Figure 1. Metal 2.
The bar under the picture is 200 um long.
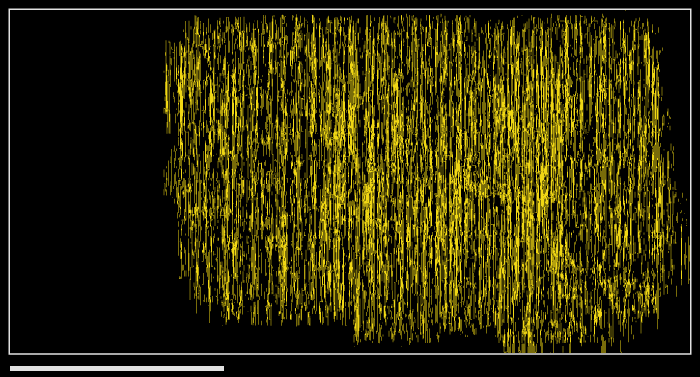
Figure 2. M3 wires.
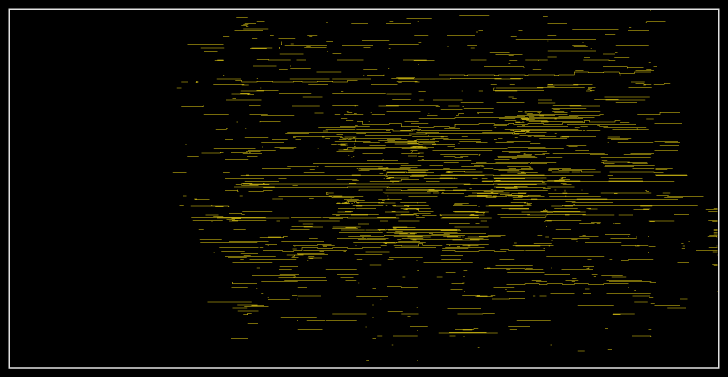
Figure 3. Register map, names as in the netlist.
The bar under the picture is 200 um long. Other sequential cells in the stronger grey, the rest of the logic in the fainter grey.
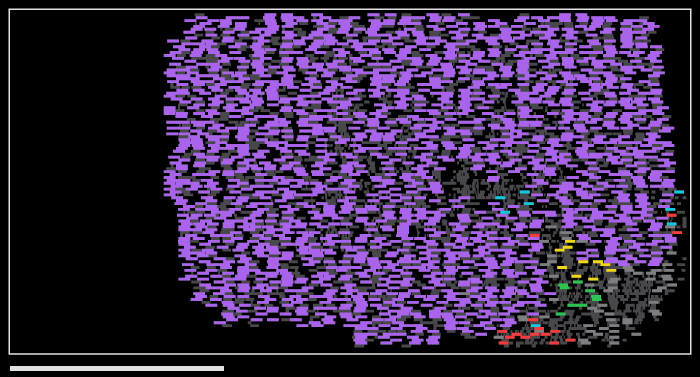
==> src/rtl/ov7670_gray_downscaler_if.sv <==
// rtl/ov7670_gray_downscaler_if.sv - camera byte bus in, averaged gray pixel stream out
interface ov7670_gray_downscaler_if;
  logic        vsync;
  logic        href;
  logic [7:0]  data_in;
  logic        capture_en;
  logic        pix_valid;
  logic [7:0]  pix_data;
  logic [7:0]  pix_x;
  logic [6:0]  pix_y;
  logic [14:0] pix_addr;
  logic        frame_start;
  logic        frame_done;
  logic        frame_abort;

  modport master (
    output vsync, href, data_in, capture_en,
    input  pix_valid, pix_data, pix_x, pix_y, pix_addr,
    input  frame_start, frame_done, frame_abort
  );

  modport slave (
    input  vsync, href, data_in, capture_en,
    output pix_valid, pix_data, pix_x, pix_y, pix_addr,
    output frame_start, frame_done, frame_abort
  );
endinterface

==> src/rtl/ov7670_gray_downscaler.sv <==
// rtl/ov7670_gray_downscaler.sv - RGB565 camera stream to 4x4 box-averaged 8-bit gray pixels
module ov7670_gray_downscaler #(
  parameter int H_IN  = 640,
  parameter int V_IN  = 480,
  parameter int SHIFT = 2
) (
  input logic                     clk,
  input logic                     rst_n,
  ov7670_gray_downscaler_if.slave bus
);
  localparam int OUT_W = H_IN >> SHIFT;
  localparam int XW    = $clog2(H_IN + 1);
  localparam int YW    = $clog2(V_IN + 1);
  localparam int BXW   = (OUT_W > 1) ? $clog2(OUT_W) : 1;
  localparam int HSW   = 8 + SHIFT;
  localparam int ACW   = 8 + 2 * SHIFT;

  typedef enum logic [1:0] {IDLE, ACTIVE, SKIP} state_t;

  logic       vsync_r, vsync_d, href_r, href_d, cap_r;
  logic [7:0] data_r;
  logic       phase;
  logic [7:0] byte_hi;
  logic       y_valid;
  logic [7:0] y_val;

  state_t         state;
  logic [XW-1:0]  in_x;
  logic [YW-1:0]  in_y;
  logic [HSW-1:0] hacc;
  logic [ACW-1:0] line_buf [OUT_W];

  logic [7:0]  r8, g8, b8;
  logic [5:0]  g6;
  logic [10:0] ysum;

  assign r8   = {byte_hi[7:3], byte_hi[7:5]};
  assign g6   = {byte_hi[2:0], data_r[7:5]};
  assign g8   = {g6, g6[5:4]};
  assign b8   = {data_r[4:0], data_r[4:2]};
  assign ysum = {2'b00, r8, 1'b0} + 11'(g8) * 11'd5 + {3'b000, b8};

  always_ff @(posedge clk or negedge rst_n) begin
    if (!rst_n) begin
      vsync_r <= 1'b0;
      vsync_d <= 1'b0;
      href_r  <= 1'b0;
      href_d  <= 1'b0;
      cap_r   <= 1'b0;
      data_r  <= '0;
      phase   <= 1'b0;
      byte_hi <= '0;
      y_valid <= 1'b0;
      y_val   <= '0;
    end else begin
      vsync_r <= bus.vsync;
      vsync_d <= vsync_r;
      href_r  <= bus.href;
      href_d  <= href_r;
      cap_r   <= bus.capture_en;
      data_r  <= bus.data_in;
      y_valid <= 1'b0;
      // a pixel is complete on every second byte of a line; an odd trailing byte never pairs
      if (!href_r) begin
        phase <= 1'b0;
      end else if (!phase) begin
        byte_hi <= data_r;
        phase   <= 1'b1;
      end else begin
        phase   <= 1'b0;
        y_valid <= 1'b1;
        y_val   <= ysum[10:3];
      end
    end
  end

  logic             vsync_fall, vsync_rise, href_fall;
  logic             x_ok, pix_ok, blk_end, last_row, last_pix, lines_done;
  logic [SHIFT-1:0] row;
  logic [BXW-1:0]   idx;
  logic [HSW-1:0]   hsum;
  logic [ACW-1:0]   total;

  assign vsync_fall = vsync_d & ~vsync_r;
  assign vsync_rise = ~vsync_d & vsync_r;
  assign href_fall  = href_d & ~href_r;
  assign row        = in_y[SHIFT-1:0];
  assign idx        = in_x[SHIFT +: BXW];
  assign x_ok       = y_valid && (state == ACTIVE) && (in_x < XW'(H_IN));
  assign pix_ok     = x_ok && (in_y < YW'(V_IN));
  assign blk_end    = (in_x[SHIFT-1:0] == '1);
  assign last_row   = (row == '1);
  assign hsum       = hacc + HSW'(y_val);
  assign total      = line_buf[idx] + ACW'(hsum);
  assign last_pix   = (in_y == YW'(V_IN - 1)) && (in_x == XW'(H_IN - 1));
  assign lines_done = (in_y == YW'(V_IN)) || (href_fall && in_y == YW'(V_IN - 1));

  always_ff @(posedge clk) begin
    if (pix_ok && blk_end && !last_row)
      line_buf[idx] <= (row == '0) ? ACW'(hsum) : total;
  end

  always_ff @(posedge clk or negedge rst_n) begin
    if (!rst_n) begin
      state           <= IDLE;
      in_x            <= '0;
      in_y            <= '0;
      hacc            <= '0;
      bus.pix_valid   <= 1'b0;
      bus.pix_data    <= '0;
      bus.pix_x       <= '0;
      bus.pix_y       <= '0;
      bus.pix_addr    <= '0;
      bus.frame_start <= 1'b0;
      bus.frame_done  <= 1'b0;
      bus.frame_abort <= 1'b0;
    end else begin
      bus.pix_valid   <= 1'b0;
      bus.frame_start <= 1'b0;
      bus.frame_done  <= 1'b0;
      bus.frame_abort <= 1'b0;
      case (state)
        IDLE: begin
          if (vsync_fall) begin
            in_x <= '0;
            in_y <= '0;
            hacc <= '0;
            if (cap_r) begin
              state           <= ACTIVE;
              bus.frame_start <= 1'b1;
            end else begin
              state <= SKIP;
            end
          end
        end
        SKIP: begin
          if (vsync_rise)
            state <= IDLE;
        end
        ACTIVE: begin
          if (x_ok) begin
            in_x <= in_x + XW'(1);
            hacc <= blk_end ? '0 : hsum;
          end
          if (pix_ok && blk_end && last_row) begin
            bus.pix_valid  <= 1'b1;
            bus.pix_data   <= total[2*SHIFT +: 8];
            bus.pix_x      <= 8'(in_x >> SHIFT);
            bus.pix_y      <= 7'(in_y >> SHIFT);
            bus.pix_addr   <= 15'(in_y >> SHIFT) * 15'(OUT_W) + 15'(in_x >> SHIFT);
            bus.frame_done <= last_pix;
          end
          if (href_fall) begin
            in_x <= '0;
            hacc <= '0;
            if (in_y < YW'(V_IN))
              in_y <= in_y + YW'(1);
          end
          // done was already pulsed with the last pixel; only a short frame reports here
          if (vsync_rise) begin
            state <= IDLE;
            if (!lines_done)
              bus.frame_abort <= 1'b1;
          end
        end
        default: state <= IDLE;
      endcase
    end
  end
endmodule

==> src/flat_wrapper.sv <==
// flat-port wrapper written by rule: the top's interface ports become plain ports
module ov7670_gray_downscaler_flat 
#(
  parameter int H_IN  = 640,
  parameter int V_IN  = 480,
  parameter int SHIFT = 2
)
  (clk, rst_n, bus_vsync, bus_href, bus_data_in, bus_capture_en, bus_pix_valid, bus_pix_data, bus_pix_x, bus_pix_y, bus_pix_addr, bus_frame_start, bus_frame_done, bus_frame_abort);
  ov7670_gray_downscaler_if bus_i ();
  input logic clk;
  input logic rst_n;
  input wire logic [$bits(bus_i.vsync)-1:0] bus_vsync;
  input wire logic [$bits(bus_i.href)-1:0] bus_href;
  input wire logic [$bits(bus_i.data_in)-1:0] bus_data_in;
  input wire logic [$bits(bus_i.capture_en)-1:0] bus_capture_en;
  output wire logic [$bits(bus_i.pix_valid)-1:0] bus_pix_valid;
  output wire logic [$bits(bus_i.pix_data)-1:0] bus_pix_data;
  output wire logic [$bits(bus_i.pix_x)-1:0] bus_pix_x;
  output wire logic [$bits(bus_i.pix_y)-1:0] bus_pix_y;
  output wire logic [$bits(bus_i.pix_addr)-1:0] bus_pix_addr;
  output wire logic [$bits(bus_i.frame_start)-1:0] bus_frame_start;
  output wire logic [$bits(bus_i.frame_done)-1:0] bus_frame_done;
  output wire logic [$bits(bus_i.frame_abort)-1:0] bus_frame_abort;
  assign bus_i.vsync = bus_vsync;
  assign bus_i.href = bus_href;
  assign bus_i.data_in = bus_data_in;
  assign bus_i.capture_en = bus_capture_en;
  assign bus_pix_valid = bus_i.pix_valid;
  assign bus_pix_data = bus_i.pix_data;
  assign bus_pix_x = bus_i.pix_x;
  assign bus_pix_y = bus_i.pix_y;
  assign bus_pix_addr = bus_i.pix_addr;
  assign bus_frame_start = bus_i.frame_start;
  assign bus_frame_done = bus_i.frame_done;
  assign bus_frame_abort = bus_i.frame_abort;
  ov7670_gray_downscaler #(.H_IN(H_IN), .V_IN(V_IN), .SHIFT(SHIFT)) u_core (.clk(clk), .rst_n(rst_n), .bus(bus_i));
endmodule
==> config.mk <==
export PLATFORM = sky130hd
export DESIGN_NAME = ov7670_gray_downscaler_flat
export DESIGN_NICKNAME = d
export VERILOG_FILES = /design/src/rtl/ov7670_gray_downscaler_if.sv /design/src/rtl/ov7670_gray_downscaler.sv /design/src/flat_wrapper.sv
export SDC_FILE = /design/constraint.sdc
export NUM_CORES = 2
export LEC_CHECK = 0
export CAP_MARGIN = 0
export CORE_ASPECT_RATIO = 0.5
export CORE_MARGIN = 3
export CORE_UTILIZATION = 40
export CTS_CLUSTER_DIAMETER = 30
export DETAILED_ROUTE_END_ITERATION = 8
export HOLD_SLACK_MARGIN = 0.1
export SYNTH_ARGS = -nofsm -noshare
export SYNTH_HDL_FRONTEND = slang
export SYNTH_SLANG_ARGS = --single-unit
==> constraint.sdc <==
create_clock -name clk -period 17.5 [get_ports clk]
set_input_delay 3.5 -clock clk [delete_from_list [all_inputs] [get_ports clk]]
set_output_delay 3.5 -clock clk [all_outputs]
set_load 0.005 [all_outputs]
==> qor.yml <==
outcome:
  status: "finished, violations left"
  violations: "capacitance limit"
run:
  max-cap-violations: 1
timing:
  rsz0062_at_grt: "false"
  finClkSkew_ns: 0.06211
setup_path:
  r2r_end: "u_core.line_buf[20][11]"
  crit_cells: 19
  reg2reg_from: "u_core.in_x[2]"
  cpLargestDelayFamily: "AND-OR/OR-AND gates"
  startpoint_type: "flop"
  critPathKind: "reg -> reg"
  path_common_cell: "buf_4"
  r2r_cells: 19
power_and_ir_drop:
  power-top-group: "sequential cells"
  p_sw_uw: 3156
  power.clock.fraction_pct: 45.5
  power.total_uw: 12990
grt:
  use_met3_pct: 4.510
min_path:
  holdPathEnd: "u_core.phase"
  min_from: "u_core.phase"
floorplan:
  die_x_um: 636.8
  tapCellCount: 2632
place:
  globalplace.congestion: 0.8574
logic_synthesis:
  synth_flops: 2019
  top_cell: "edfxtp_1"
  synthCells: 3667
  ys_warn_count: 0
  synthAdderAreaFrac_pct: 1.277
  top_logic_kind: "multiplexers"
layout:
  layout.clock.cell_area_share_pct: 10.65
  fin_nets: 4032
  layout.cells.most_common: "edfxtp_1"
drt:
  drtPass1Iterations: 5
  ant_nets: 0
clocking:
  clkTransAtPathRegs_ns: 0.05
  cts_resized: 0
  cts-root-buf: "clkbuf_16"
Notes on Figure 1 above:
- longest straight run: 156 um
- share of all routed wire: 47%
- nets with wire on the layer: 3703

Notes on Figure 2 above:
- share of all routed wire: 9.0%
- nets with wire on the layer: 467
- longest straight run: 219 um

Notes on Figure 3 above:
- `u_core.hacc`: yellow (placed flops 10; where lower right)
- `u_core.bus.pix_addr`: red (placed flops 15)
- `u_core.line_buf`: purple (placed flops 1920)
- `u_core.in_y`: green (placed flops 9; where lower right)
- `u_core.bus.pix_data`: cyan (placed flops 8; where middle right)

Power is estimated from default activity; no workload was simulated.
